**Routed metal per tile**

Scale bar: 20 um. The die is cut into 13 by 13 equal tiles; white is low, dark blue is high, scaled to the fullest tile. Values are wire area over tile area, all layers added.
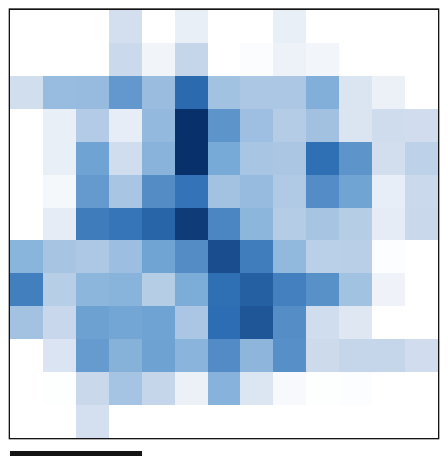
**A small window of the routed layout**

Region (12, 12) to (52, 52) um. Cells in grey, sequential cells in the stronger grey; small squares are vias.
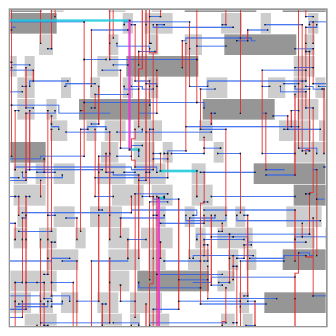
**The clock network**

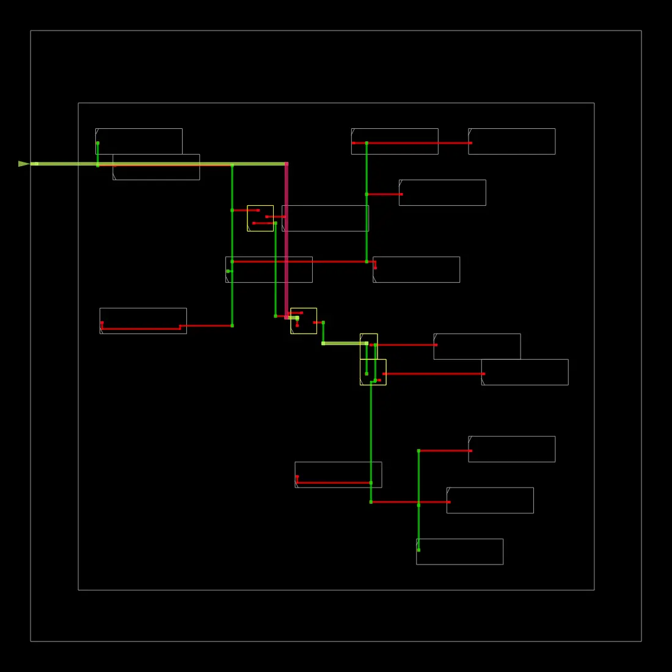
**Clock wires, drivers and flops**

Scale bar: 20 um.
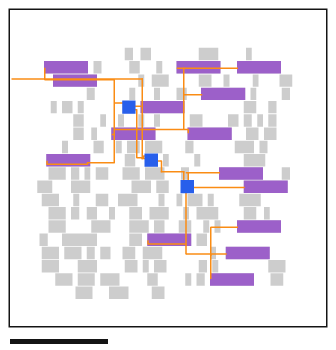
**Signal wires on met3**

Cells faint in the background.
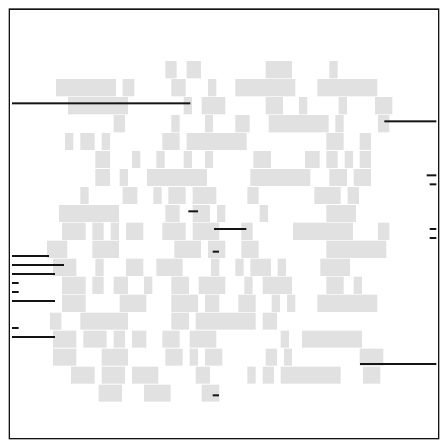
==> src/rtl/seq_gen_pkg.sv <==
// Shared types and helpers for the sequence-generator arbiter.
//   SEQ_W    : generator state width {Q1,Q2,Q3}
//   state_t  : arbiter FSM states
//   seq_next : one step of the self-correcting feedback generator
package seq_gen_pkg;

  localparam int unsigned SEQ_W = 3;

  typedef enum logic {
    IDLE = 1'b0,
    RUN  = 1'b1
  } state_t;

  // Main cycle from 000 is 100,110,111,011,001,100; 010 and 101 fall back into it.
  function automatic logic [SEQ_W-1:0] seq_next(input logic [SEQ_W-1:0] cur);
    logic q1, q2, q3;
    {q1, q2, q3} = cur;
    return {(~q2 & ~q1) | (q1 & ~q3), q1, q2};
  endfunction

endpackage

==> src/rtl/seq_core.sv <==
// 3-bit feedback sequence generator register.
//   CLK   : rising-edge clock
//   RST_N : async active-low reset, loads SEED
//   step  : advance one step this edge
//   Q     : generator state {Q1,Q2,Q3}
module seq_core
  import seq_gen_pkg::*;
#(
  parameter logic [SEQ_W-1:0] SEED = 3'b000
) (
  input  logic             CLK,
  input  logic             RST_N,
  input  logic             step,
  output logic [SEQ_W-1:0] Q
);

  // State holds between bursts; only the arbiter decides when it moves.
  always_ff @(posedge CLK or negedge RST_N) begin
    if (!RST_N) begin
      Q <= SEED;
    end else if (step) begin
      Q <= seq_next(Q);
    end
  end

endmodule

==> src/rtl/seq_gen_arbiter.sv <==
// Round-robin, non-preemptive arbiter sharing one sequence generator between
// two requesters; each grant runs the generator for a latched burst length.
//   CLK, RST_N : clock, async active-low reset
//   REQ[1:0]   : burst requests, sampled while idle
//   LEN0, LEN1 : burst lengths, latched at grant
//   GNT        : one-hot owner of the running burst
//   Q, Q_VLD   : generator state and "produced by this burst" flag
//   DONE       : per-requester pulse on the last valid Q (or at once for LEN=0)
//   BUSY       : a burst is running
module seq_gen_arbiter
  import seq_gen_pkg::*;
#(
  parameter int unsigned      LEN_W = 4,
  parameter logic [SEQ_W-1:0] SEED  = 3'b000
) (
  input  logic             CLK,
  input  logic             RST_N,
  input  logic [1:0]       REQ,
  input  logic [LEN_W-1:0] LEN0,
  input  logic [LEN_W-1:0] LEN1,
  output logic [1:0]       GNT,
  output logic [SEQ_W-1:0] Q,
  output logic             Q_VLD,
  output logic [1:0]       DONE,
  output logic             BUSY
);

  state_t           state;
  logic [LEN_W-1:0] cnt;
  logic             ptr;
  logic             owner;
  logic             win;
  logic [LEN_W-1:0] win_len;
  logic             step;

  // Single requester wins outright; on contention the pointer decides.
  always_comb begin
    win     = (REQ == 2'b11) ? ptr : REQ[1];
    win_len = win ? LEN1 : LEN0;
  end

  assign step = (state == RUN);
  assign BUSY = (state == RUN);

  always_ff @(posedge CLK or negedge RST_N) begin
    if (!RST_N) begin
      state <= IDLE;
      cnt   <= '0;
      ptr   <= 1'b0;
      owner <= 1'b0;
      GNT   <= '0;
      Q_VLD <= 1'b0;
      DONE  <= '0;
    end else begin
      DONE  <= '0;
      Q_VLD <= 1'b0;
      case (state)
        IDLE: begin
          if (REQ != 2'b00) begin
            cnt <= win_len;
            if (win_len != '0) begin
              state <= RUN;
              owner <= win;
              GNT   <= 2'(1) << win;
            end else begin
              // Zero-length burst completes without touching the generator.
              DONE <= 2'(1) << win;
              ptr  <= ~win;
            end
          end
        end
        RUN: begin
          Q_VLD <= 1'b1;
          cnt   <= cnt - LEN_W'(1);
          if (cnt == LEN_W'(1)) begin
            state <= IDLE;
            DONE  <= 2'(1) << owner;
            GNT   <= '0;
            ptr   <= ~owner;
          end
        end
        default: state <= IDLE;
      endcase
    end
  end

  seq_core #(
    .SEED(SEED)
  ) u_core (
    .CLK  (CLK),
    .RST_N(RST_N),
    .step (step),
    .Q    (Q)
  );

endmodule

==> config.mk <==
export PLATFORM = sky130hd
export DESIGN_NAME = seq_gen_arbiter
export DESIGN_NICKNAME = d
export VERILOG_FILES = /design/src/rtl/seq_gen_pkg.sv /design/src/rtl/seq_core.sv /design/src/rtl/seq_gen_arbiter.sv
export SDC_FILE = /design/constraint.sdc
export NUM_CORES = 1
export LEC_CHECK = 0
export ABC_AREA = 1
export CELL_PAD_IN_SITES_DETAIL_PLACEMENT = 1
export CELL_PAD_IN_SITES_GLOBAL_PLACEMENT = 2
export CORE_MARGIN = 5
export CORE_UTILIZATION = 26
export CTS_CLUSTER_SIZE = 25
export DETAILED_ROUTE_END_ITERATION = 8
export PLACE_DENSITY_LB_ADDON = 0.1
export SETUP_SLACK_MARGIN = 0.2
export SYNTH_ARGS = -nofsm -noshare
export SYNTH_HDL_FRONTEND = slang
export SYNTH_SLANG_ARGS = --single-unit
==> constraint.sdc <==
create_clock -name CLK -period 1.28 [get_ports CLK]
set_input_delay 0.32 -clock CLK [delete_from_list [all_inputs] [get_ports CLK]]
set_output_delay 0.32 -clock CLK [all_outputs]
set_load 0.01 [all_outputs]
==> ci_impl_report.md <==
### Metrics collected by this job

| Metric | Value |
|---|---|
| Status | completed |
| Antenna Diode Count | 0 |
| Yosys cell types | 20 |
| Worst vdd ir | 0.671 mV |
| Asr flop ratio synth | 100% |
| Worst r2r src | ptr |
| Largest delay contributor family on the critical path | simple AND/OR/NAND/NOR gates |
| Number of standard cells after synthesis | 93 |
| Summed standard-cell area reported by yosys | 781 sq um |
| CP peak stage delay | 370 ps |
| Cell with the largest stage delay on the worst path | sky130_fd_sc_hd__dfrtp_1 |
| Number of placed instances, taps included | 151 |
| Global placement routability congestion | 0.721 |
| Dominant non-sequential cell family after synthesis | simple AND/OR/NAND/NOR gates |
| Share of post-route cells with drive strength above 1 | 48.9% |
| Crit path top cell by count | sky130_fd_sc_hd__nand2_2 |
| Register share after synthesis | 48.1% |
| Reg2reg path depth | 11 |
| Worst setup margin | 14.8 ps |
| Residual DRC | 0 |
| Post-Synth Simple-Gate Area | 35.4% |
| Register-to-register setup slack | 10 ps |
| Cell type contributing the most total cell area after synthesis | sky130_fd_sc_hd__dfrtp_1 |
| Worst Setup End Kind | flop |
| Die X | 64.8 um |
| Total standard cell area after synthesis | 781 sq um |
| Initial Utilization | 27.6% |
| Arrival time of the worst setup path | 1460 ps |
| Final total negative setup slack | 0 ps |
| Remaining number of nets flagged by the antenna check after routing | 0 |
| Minimum clock period after layout | 1270 ps |
| Aoi/oai-family share of the synthesized area | 6.41% |
| Worst min-delay path category | in -> async |
| Category of the critical setup timing path | reg -> reg |
| Remaining Overflow, GRT | 0 |
| Worst path cell trace | inv_2 > nand2_4 > nand2_8 > nand2_2 > nand2_2 > nor2_4 > nand2_2 > nand2_4 > nand2_2 > nand2_2 > inv_1 |
| Vertical die size | 64.8 um |
| Port bufs | 20 |
| Cell at the root of the clock tree | sky130_fd_sc_hd__clkbuf_4 |
| Total number of nets in the final design | 150 |
| Placed cell areas | 1080 sq um |
| Area of the die | 4200 sq um |
| Via count of the first global-routing pass | 863 |
| Via density | 4.58 |
| F_max | 790 MHz |
| Critical path required time | 1470 ps |
| Top cells by count, synth | sky130_fd_sc_hd__nand2_1, sky130_fd_sc_hd__dfrtp_1, sky130_fd_sc_hd__inv_1 |
| First DRT Iteration DRCs | 19 |
| Area of all placed cells without fillers | 1240 sq um |
| Number of max-slew violations in the final report | 0 |
| Ports | 21 |
| Avg Cell Area, Syn | 8.40 sq um |
| Area leader share | 48.1% |
| Critical Path Stages | 11 |
| Count of state elements after synthesis | 15 |
| Final clock period utilization by the worst path | 98.8% |
| R2R Path End | GNT[0] |
| Buffer-and-inverter tally for the worst setup path | 2 |
| Maximum clock path buffer count | 2 |
| Overall routing resource usage | 11.4% |
| Total power per unit cell area | 2040 nW/um^2 |
| Number of max-cap violations | 0 |
| First drt pass iteration count | 3 |
| Worst setup path startpoint | ptr |
| Placement Setup Slack | -478 ps |
| Slew headroom | 80.9% |
| Power after layout | 2.53 mW |
| Fraction of the mapped netlist area in adder cells | 3.21% |
| Initial antenna violation count | 0 |
| Nets at Floorplan | 107 |
| Slew @ Worst Pin | 285 ps |
| Flip-flops with a built-in enable | 0 |
| Leakage Power | 0.635 nW |
| Clock Pin Slew Worst Setup and Hold Paths | 100 ps |
| Critical Path Start Type | flop |
| Largest net degree at the start of global routing | 16 |
| Row Count | 19 |
| Detailed-route via count | 760 |
| Number of standard cells in the layout, taps in and fillers out | 166 |
| Highest fanout seen on the critical path | 5 |
| Number of cells in Yosys stat | 93 |
| Synth top area cells | sky130_fd_sc_hd__dfrtp_1, sky130_fd_sc_hd__nand2_1, sky130_fd_sc_hd__nand2_2 |
| Wire length of the first global-routing pass | 3.71 mm |
| Floorplan core area | 2830 sq um |
| Mux contribution to synthesized area | 0% |
| Capturing element of the worst setup path | GNT[0] |
| Cell with the most instances after synthesis | sky130_fd_sc_hd__nand2_1 |
| Routed WL per cell | 12.7 um |
| Final hold violation count | 0 |
| Growth of design area from synthesis to finish | 59.0% |
| Tool warnings | 30 |
| DPL Wire Length | 1.49 mm |
| Routed Wire Length | 2.11 mm |
| Hold buffer count at cts | 0 |
| Final Setup Violations | 0 |
| RSZ-0062 raised after global routing | yes |
| CTS tree | yes |
| Xor-xnor portion of the synthesized cell area | 0% |
| Synth warn | 0 |
| Main flop type after synthesis | sky130_fd_sc_hd__dfrtp_1 |
| Max H-tree Level | 1 |
Notes on 'routed metal per tile' above:
densest ninth of the die: middle
mean over tiles: 0.078
emptiest ninth of the die: bottom right
nearly empty tiles: 28%
tiles over half the peak: 22%
fullest tile: 0.27

Notes on 'a small window of the routed layout' above:
| colour | layer |
|---|---|
| blue | M1 |
| magenta | M4 |
| red | M2 |
| cyan | M3 |
sequential cells in the window: 9
netlist names of flops here include: cnt (3), u_core.Q (2)
most frequent: buf_4 (13), nand2_1 (12), dfrtp_1 (9)
cells with their middle in the window: 93

Notes on 'the clock network' above:
Power Clock: 0.279 mW
Layout Skew: 7.93 ps
total clock buffers created by CTS: 3
Sink Count: 15
insertion delay to the later sink of the worst-skew pair: 290 ps

Notes on 'clock wires, drivers and flops' above:
[orange] clock wires | length: 238 um
[blue] clock-net drivers | count: 3
[purple] flip-flops | count: 15
routed clock nets: 4

Notes on 'signal wires on met3' above:
nets with wire on the layer: 17
wire length on this layer: 89.5 um
longest straight run: 26.7 um
main direction: horizontal

## power breakdown
| group | switching, mW | internal (mW) |
|---|---|---|
| Clock | 0.163 | 0.116 |
| Sequential | 0.108 | 0.687 |
| Combinational | 0.777 | 0.675 |
## worst min path at each step
stage	slack (ps)	depth (start not counted)	endpoint	start
5_1_grt	350	2	u_core.Q[1]	RST_N
3_3_place_gp	460	2	owner	owner
4_1_cts	340	2	u_core.Q[2]	RST_N
2_1_floorplan	20	0	BUSY	RST_N
3_5_place_dp	480	2	owner	owner
6_report	340	2	BUSY	RST_N
## layer usage
layer  track usage (%)  part of all wire, %  up-vias  wire [um]
met5                 0                    0        -          0
met4              5.01                  1.8        0         38
met3              3.63                  4.2        4         89
met2              19.5                   51       19       1080
met1              13.0                   43      358        901
li1                  -                    -      379          -
## state kept, by name (all words and copies together) (netlist names)
name      cells
DONE          2
ptr           1
owner         1
Q_VLD         1
u_core.Q      3
cnt           4
BUSY          1
GNT           2
## logic make-up after synthesis
group / count (synthesis)
simple gates: 54
flops: 15
fa+ha+maj: 2
compound gates: 8
buf+inv: 14
## final cells by class
class / instances / area (sq um)
Clock buffer: 3 / 22.5
Clock inverter: 1 / 5.00
Fill cell: 348 / 1590
Inverter: 13 / 51.3
Multi-Input combinational cell: 64 / 439
Sequential cell: 15 / 375
Tap cell: 31 / 38.8
Timing Repair Buffer: 39 / 309
## worst reg2reg max path, stage by stage (launching register included)
cell                      delay (ps)
sky130_fd_sc_hd__dfrtp_1         370
sky130_fd_sc_hd__inv_2            50
sky130_fd_sc_hd__nand2_4         100
sky130_fd_sc_hd__nand2_8          80
sky130_fd_sc_hd__nand2_2          70
sky130_fd_sc_hd__nand2_2          70
sky130_fd_sc_hd__nor2_4          120
sky130_fd_sc_hd__nand2_2          90
sky130_fd_sc_hd__nand2_4          90
sky130_fd_sc_hd__nand2_2          50
sky130_fd_sc_hd__nand2_2          50
sky130_fd_sc_hd__inv_1            30
## timing repair
item	4_1_cts	5_1_grt
resized	50	20
setup buffers	7	4
pin swaps	9	9
gates cloned	0	0
endpoints found under the setup margin	20	21
## metrics by stage
| stage | hold slack [ps] | util (%) |
|---|---|---|
| CTS | 336 | 40.9 |
| global placement | 456 | 38.1 |
| global route | 350 | 43.9 |
| detailed placement | 478 | 38.1 |
| finish | 343 | 43.9 |
| floorplan | 24.4 | - |
## cell usage in the layout, fill, tap and decap left out, types with 2 or more instances in the layout
cell                               n
sky130_fd_sc_hd__buf_4            16
sky130_fd_sc_hd__buf_6             4
sky130_fd_sc_hd__buf_2             8
sky130_fd_sc_hd__nand3_2           5
sky130_fd_sc_hd__dfrtp_1          15
sky130_fd_sc_hd__nor2_4            3
sky130_fd_sc_hd__clkdlybuf4s50_1   9
sky130_fd_sc_hd__nor2_1            6
sky130_fd_sc_hd__o211ai_1          2
sky130_fd_sc_hd__nand2_2          11
sky130_fd_sc_hd__o21ai_1           3
sky130_fd_sc_hd__nand2_4           6
sky130_fd_sc_hd__ha_1              2
sky130_fd_sc_hd__nand2_1          16
sky130_fd_sc_hd__inv_2             4
sky130_fd_sc_hd__inv_1             8
sky130_fd_sc_hd__nand3_1           3
sky130_fd_sc_hd__clkbuf_4          3
Power figures rest on the tool's default switching activity, not on a simulated workload.
